===== config.mk =====
export PLATFORM = sky130hd
export DESIGN_NAME = song_sequencer
export DESIGN_NICKNAME = d
export VERILOG_FILES = /design/src/rtl/song_sequencer.sv
export SDC_FILE = /design/constraint.sdc
export NUM_CORES = 1
export LEC_CHECK = 0
export CORE_UTILIZATION = 32
export CTS_CLUSTER_DIAMETER = 100
export DETAILED_ROUTE_END_ITERATION = 8
export SETUP_SLACK_MARGIN = 0.05
export SLEW_MARGIN = 20
export SYNTH_ARGS = -nofsm -noshare
export SYNTH_HDL_FRONTEND = slang
export SYNTH_SLANG_ARGS = --single-unit

===== constraint.sdc =====
create_clock -name clk -period 3.3 [get_ports clk]
set_clock_uncertainty 0.15 [all_clocks]
set_input_delay 0.66 -clock clk [delete_from_list [all_inputs] [get_ports clk]]
set_output_delay 0.66 -clock clk [all_outputs]
set_load 0.05 [all_outputs]

===== src/rtl/song_sequencer.sv =====
// Song ROM sequencer with live-key preemption; drives the tone generator's note bus.
// Optional `define SONG_LOOP_EN: the song wraps to address 0 instead of returning to IDLE.
`timescale 1ns/1ps
module song_sequencer #(
  parameter int ADDR_W    = 8,
  parameter int DUR_W     = 4,
  parameter int GAP_TICKS = 1
) (
  input  logic              clk,
  input  logic              rst_n,
  input  logic              tick,
  input  logic              play_start,
  input  logic              play_stop,
  input  logic              live_valid,
  input  logic [7:0]        live_note,
  output logic [ADDR_W-1:0] rom_addr,
  input  logic [8+DUR_W-1:0] rom_data,
  output logic [7:0]        note_out,
  output logic              note_stb,
  output logic              busy,
  output logic              src
);

  localparam int GAP_W = (GAP_TICKS > 1) ? $clog2(GAP_TICKS + 1) : 1;

  typedef enum logic [2:0] {IDLE, FETCH, LOAD, PLAY, GAP} state_t;

  state_t            state, state_n;
  logic [ADDR_W-1:0] ptr, ptr_n;
  logic [DUR_W-1:0]  dur_cnt, dur_n;
  logic [GAP_W-1:0]  gap_cnt, gap_n;
  logic [7:0]        song_note, song_note_n, note_n;
  logic              live_act, step, wrap, busy_n, src_n;

  assign live_act = live_valid && (live_note != 8'd0);
  assign rom_addr = ptr;

  always_comb begin
    // NOTE: every variable gets a default first so no path can infer a latch.
    state_n     = state;
    ptr_n       = ptr;
    dur_n       = dur_cnt;
    gap_n       = gap_cnt;
    song_note_n = song_note;
    step        = 1'b0;
    wrap        = 1'b0;

    case (state)
      IDLE:  ;
      FETCH: state_n = LOAD;
      LOAD: begin
        if (rom_data[8 +: DUR_W] == '0) begin
          song_note_n = 8'd0;
          wrap        = 1'b1;
        end else begin
          song_note_n = rom_data[7:0];
          dur_n       = rom_data[8 +: DUR_W];
          state_n     = PLAY;
        end
      end
      PLAY: begin
        if (tick && !live_act) begin
          dur_n = dur_cnt - DUR_W'(1);
          if (dur_cnt == DUR_W'(1)) begin
            if (GAP_TICKS > 0) begin
              state_n     = GAP;
              gap_n       = GAP_W'(GAP_TICKS);
              song_note_n = 8'd0;
            end else begin
              step = 1'b1;
            end
          end
        end
      end
      GAP: begin
        if (tick && !live_act) begin
          gap_n = gap_cnt - GAP_W'(1);
          if (gap_cnt == GAP_W'(1)) step = 1'b1;
        end
      end
      default: state_n = IDLE;
    endcase

    // The last ROM address ends the song exactly like an end marker.
    if (step) begin
      if (ptr == '1) begin
        wrap = 1'b1;
      end else begin
        ptr_n   = ptr + ADDR_W'(1);
        state_n = FETCH;
      end
    end

    if (wrap) begin
      ptr_n = '0;
`ifdef SONG_LOOP_EN
      state_n = FETCH;
`else
      state_n     = IDLE;
      song_note_n = 8'd0;
`endif
    end

    if (play_start) begin
      state_n = FETCH;
      ptr_n   = '0;
    end
    if (play_stop) begin
      state_n     = IDLE;
      ptr_n       = '0;
      song_note_n = 8'd0;
    end

    busy_n = (state_n != IDLE);
    src_n  = busy_n && !live_act;
    note_n = live_act ? live_note : song_note_n;
  end

  always_ff @(posedge clk) begin
    // NOTE: sequential state uses non-blocking assignments so all flops update together.
    if (!rst_n) begin
      state     <= IDLE;
      ptr       <= '0;
      dur_cnt   <= '0;
      gap_cnt   <= '0;
      song_note <= 8'd0;
      note_out  <= 8'd0;
      note_stb  <= 1'b0;
      busy      <= 1'b0;
      src       <= 1'b0;
    end else begin
      state     <= state_n;
      ptr       <= ptr_n;
      dur_cnt   <= dur_n;
      gap_cnt   <= gap_n;
      song_note <= song_note_n;
      note_out  <= note_n;
      note_stb  <= (note_n != note_out);
      busy      <= busy_n;
      src       <= src_n;
    end
  end

endmodule


**Sequential cells grouped by signal name**

The bar under the picture is 20 µm long. Other sequential cells in the stronger grey, the rest of the logic in the fainter grey.
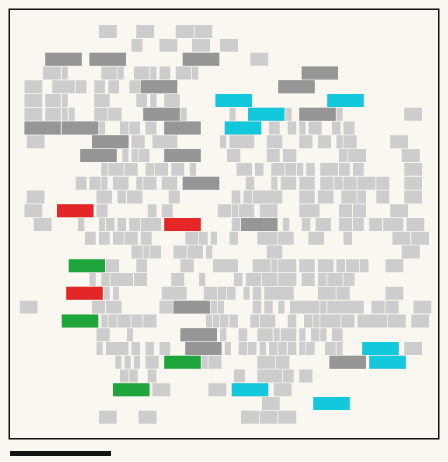
[red] state | flops: 3
[green] dur_cnt | flops: 4 | where: lower left
[cyan] note_out | flops: 8
not coloured: 20

**Routing congestion map**

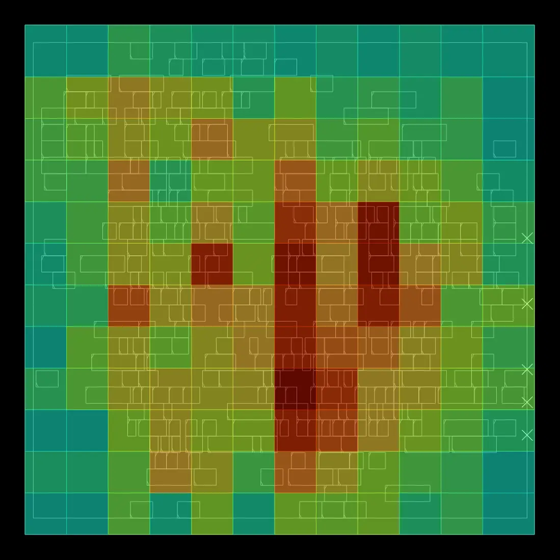
met3 usage: 3.44%
routed wirelength normalized by instance count: 15.9 µm
final core area utilization: 45.1%
busiest layer in global routing: met2
global-route met2 utilization: 29.9%

**Close-up of the layout**

The bar under the picture is 5 µm long. Region (32, 49) to (52, 69) µm. Cells in grey, sequential cells in the stronger grey; small squares are vias.
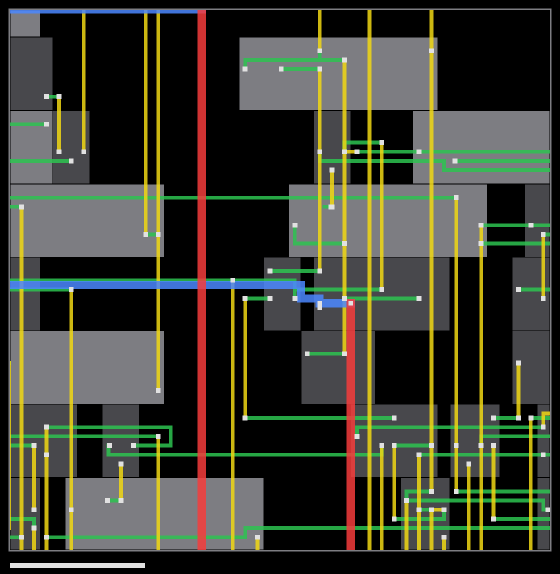
[yellow] met2
[blue] met3
[red] met4
[green] met1
cells with their middle in the window: 17
sequential cells in the window: 6
netlist names of flops here include: note_out (3)
most frequent: dfxtp_1 (6), nor2_1 (4)

==> reports/writeup.txt <==
The flow ran to the end, but the final reports show violations. The checks that failed: design-rule violations. The tools report the flop count as 35. The detailed router placed 2319 vias in this run. In the final layout, multi-input gates take up 46.8% of the cell area. The tools report the number of H-tree branching levels as 2. The floorplan step records an initial core utilization of 33.7%.

Worst-skew pair later-pin latency: 0.30 ns. The combinational gate area was 0.00136 mm². The area taken by sequential standard cells is reported as 701 µm². The fraction of the mapped netlist area in simple logic gates came out at 28.4%. Per the final report, the share of cell area in clock cells is 3.18%.

The tools report the register share of total power as 46.6%. Per the detail_route log, the uppermost layer with routed signals is met4. The logic depth of the worst register-to-register path was 7; the die width was 84.5 µm. The total buffers and inverters traversed by the critical path was 1; the overall overflow remaining after global route was 0. The power report puts the leakage power at 1.08 nW.

Per the OpenROAD floorplan log, the area of the core is 0.00646 mm². Launch point of the worst path: live_note[4]. In this run the power density over the cells is 324 mW/mm². For the number of buffers added by the clock tree synthesis step, the log shows 5. The combinational power reported by the tool is 0.178 mW. The power report shows net switching accounting for 29.7% of the total.

The slack of the critical path was 0.331 ns; the placement row count was 29. The flow reports an fmax of 0.337 GHz. The mapped netlist covers 0.00218 mm².

Yosys mapped a number of flops with a built-in enable equal to 0. The measured slew at the worst slew-check pin came out at 0.642 ns. The top flip-flop cell by instance count after synthesis was sky130_fd_sc_hd__dfxtp_1. The synthesized netlist devotes 1.72% of its cell area to adder and majority cells. In the hold report, the worst path ends at dur_cnt[1]. The run gives 9 for the inverter tally of the final layout excluding the clock network.

Reg2reg setup slack: 0.71 ns. The final report lists the setup-violating endpoint count as 0. The clock network burns 34.5% of the power. For the worst setup path, the data required time is 3.34 ns. The layout report lists the non-clock buffer share of cell area as 21.5%. The layout contains a multi-input combinational cell count of 212. The run gives 0.943 mW for the total power.

The critical path goes through clkdlybuf4s50_1, or4_4, o21a_1, nor2_1, a41o_1, o32ai_1, o41a_1. The congestion estimate from routability-driven global placement came to 0.863. The synthesized instance count is 272.

The maximum number of pins on one net before global-route repair was 26; the synthesis warning total was 0. The script parses the final routing iteration and logs DRC violations as 10. The area overhead of the layout relative to synthesis was 33.7%; the detailed route wirelength on metal2 was 3.02 mm. Kind of cell adding the most delay to the critical path: AND-OR/OR-AND gates. Power attributed to the clock group is 0.325 mW.

The top-area cell type share of the netlist area came out at 32.2%. The flow inserted 77 tap cells. The tools report the chip area from the yosys synthesis statistics as 0.00218 mm². In the Yosys report, the sequential cells make up 32.2% of the chip area. Of all nets on the critical path, the largest fanout is 9. Category of the most critical setup path: in2reg. Looking at the reg2reg group, the worst path ends at note_stb.

The number of nets produced by synthesis was 301; the aggregate global-route resource usage was 18.1%. The met1 global-route usage came out at 22.9%. Across the whole layout, storage elements make up 24.1% of the cell area. IR analysis of the VDD net gives a maximum drop of 0.222 mV.

The root buffer cell chosen for the clock tree is sky130_fd_sc_hd__clkbuf_8. The net switching power was 0.280 mW. Startpoint of the tightest hold check path: dur_cnt[1].

The run gives 272 for the cell total in the yosys stat output. TritonCTS built the clock tree. The cell count of the worst hold path is 2. The run gives 0.00714 mm² as the area of the die. The number of placed instances with taps included was 400. 0 antenna diodes ended up in the layout.

Summing the areas of all xor and xnor instances in the mapped netlist gives 3.22% of the synthesized area. Looking at the post-CTS report, the setup buffer insertion count equals 0. The share of total power in combinational logic is 18.9%, and the violation count after the first detailed-routing iteration is 164.

The final tally of max-slew violations came out at 0. Most used standard cell by instance count after synthesis: sky130_fd_sc_hd__dfxtp_1. The worst path uses 90.0% of the clock period. The startpoint type of the worst setup path is an input pin. In this run the critical register-to-register path is launched from rom_addr[0]. Counting flops with an async set or reset pin after synthesis yields a share of 0%. The average footprint of a synthesized cell works out to 8.01 µm². The worst setup path is captured at a flop. The run gives 4.82 mm as the detailed placement HPWL. For reference, the top cells by count after synthesis are sky130_fd_sc_hd__dfxtp_1, sky130_fd_sc_hd__nor2_1, sky130_fd_sc_hd__a21oi_1, sky130_fd_sc_hd__nand2_1, sky130_fd_sc_hd__nand3_1.

The wire length the detailed router placed on met1 came out at 2.96 mm. The most critical hold endpoint after final layout shows a slack of 0.382 ns. The critical-path cell with the highest stage delay is sky130_fd_sc_hd__or4_4.

The run gives 44 for the number of port buffers. Summed over all instances, the cell type with the most area after synthesis is sky130_fd_sc_hd__dfxtp_1. In this run the number of cells on the critical path is 7.

After detailed routing, the number of vias per cell comes to 5.68. Fill cells in the final layout number 661. The run gives 0.0541 ns as the worst setup slack after placement. The run gives 0 as the final hold violation count. The logs give a warning total of 27.

After the flow finishes, the layout carries non-filler instances totaling 408. The logs give 35 for the clock net sink count and 3.01 ns for the arrival time of the worst setup path. Clock buffers in the final layout number 5.

The registers of the reported paths see a clock transition of 0.08 ns. After clock tree synthesis, the flow added hold-fix buffers numbering 0. Post-layout minimum cycle time: 2.97 ns. The first global-routing pass estimated 10.2 mm of wire. For the wire length on met3, the log shows 352 µm. The most common logic cell in the final layout is sky130_fd_sc_hd__clkdlybuf4s50_1. Once the clock tree was built, the resizer swapped 0 gates to a different size. The run gives 0.440 mW for the power attributed to sequential cells. The tools report the number of primary I/O pins as 45. The tools report the buffer levels on the longest clock path as 2.

The run gives 13.0% for the ratio of cells with drive above 1 in the final layout. The vertical die dimension works out to 84.5 µm. The tools report the internal power contribution as 0.663 mW. In this design, the stage delay of the slowest critical-path cell is 0.58 ns. The number of buffers other than clock buffers in the final layout is 67. The tools report the via count of the first global-routing pass as 2094. Once placement finished, the instance area stood at 0.00282 mm². After routing the design area is 0.00291 mm². Mux contribution to synthesized area: 0.460%.

In the final design database the tool counted 359 nets. The number of different library cells used by synthesis comes to 51. The logs give 57.1% for the tightest slew margin relative to the limit and 0 for the number of nets with antenna violations after detailed routing. Yosys attributes the largest share of cell area to sky130_fd_sc_hd__dfxtp_1, sky130_fd_sc_hd__a21oi_1, sky130_fd_sc_hd__nor2_1. The biggest slice of the total power is consumed by sequential cells. In this run the worst setup path terminates at note_stb. The most common logic cells in the final layout are sky130_fd_sc_hd__clkdlybuf4s50_1, sky130_fd_sc_hd__dfxtp_1, sky130_fd_sc_hd__nor2_1, sky130_fd_sc_hd__a21oi_1, sky130_fd_sc_hd__buf_4. In this run, the synthesized area fraction spent on AND-OR/OR-AND gates is recorded as 28.8%.

The initial antenna violation count was 0.
**Selected gate families**

The bar under the picture is 20 µm long.
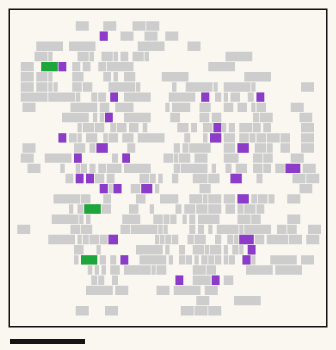
[purple] AND and OR gates | cells: 28
[green] adder and majority cells | cells: 3

**Wiring by layer**

The bar under the picture is 20 µm long.
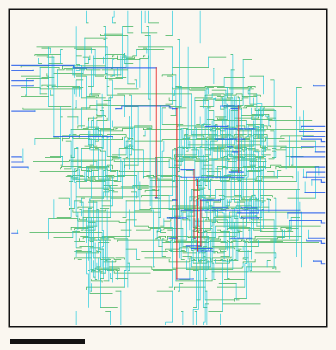
[cyan] met2 | wire length: 3020 µm
[blue] met3 | wire length: 353 µm
[red] met4 | wire length: 148 µm
[green] met1 | wire length: 2960 µm

Power and IR drop assume default switching activity.
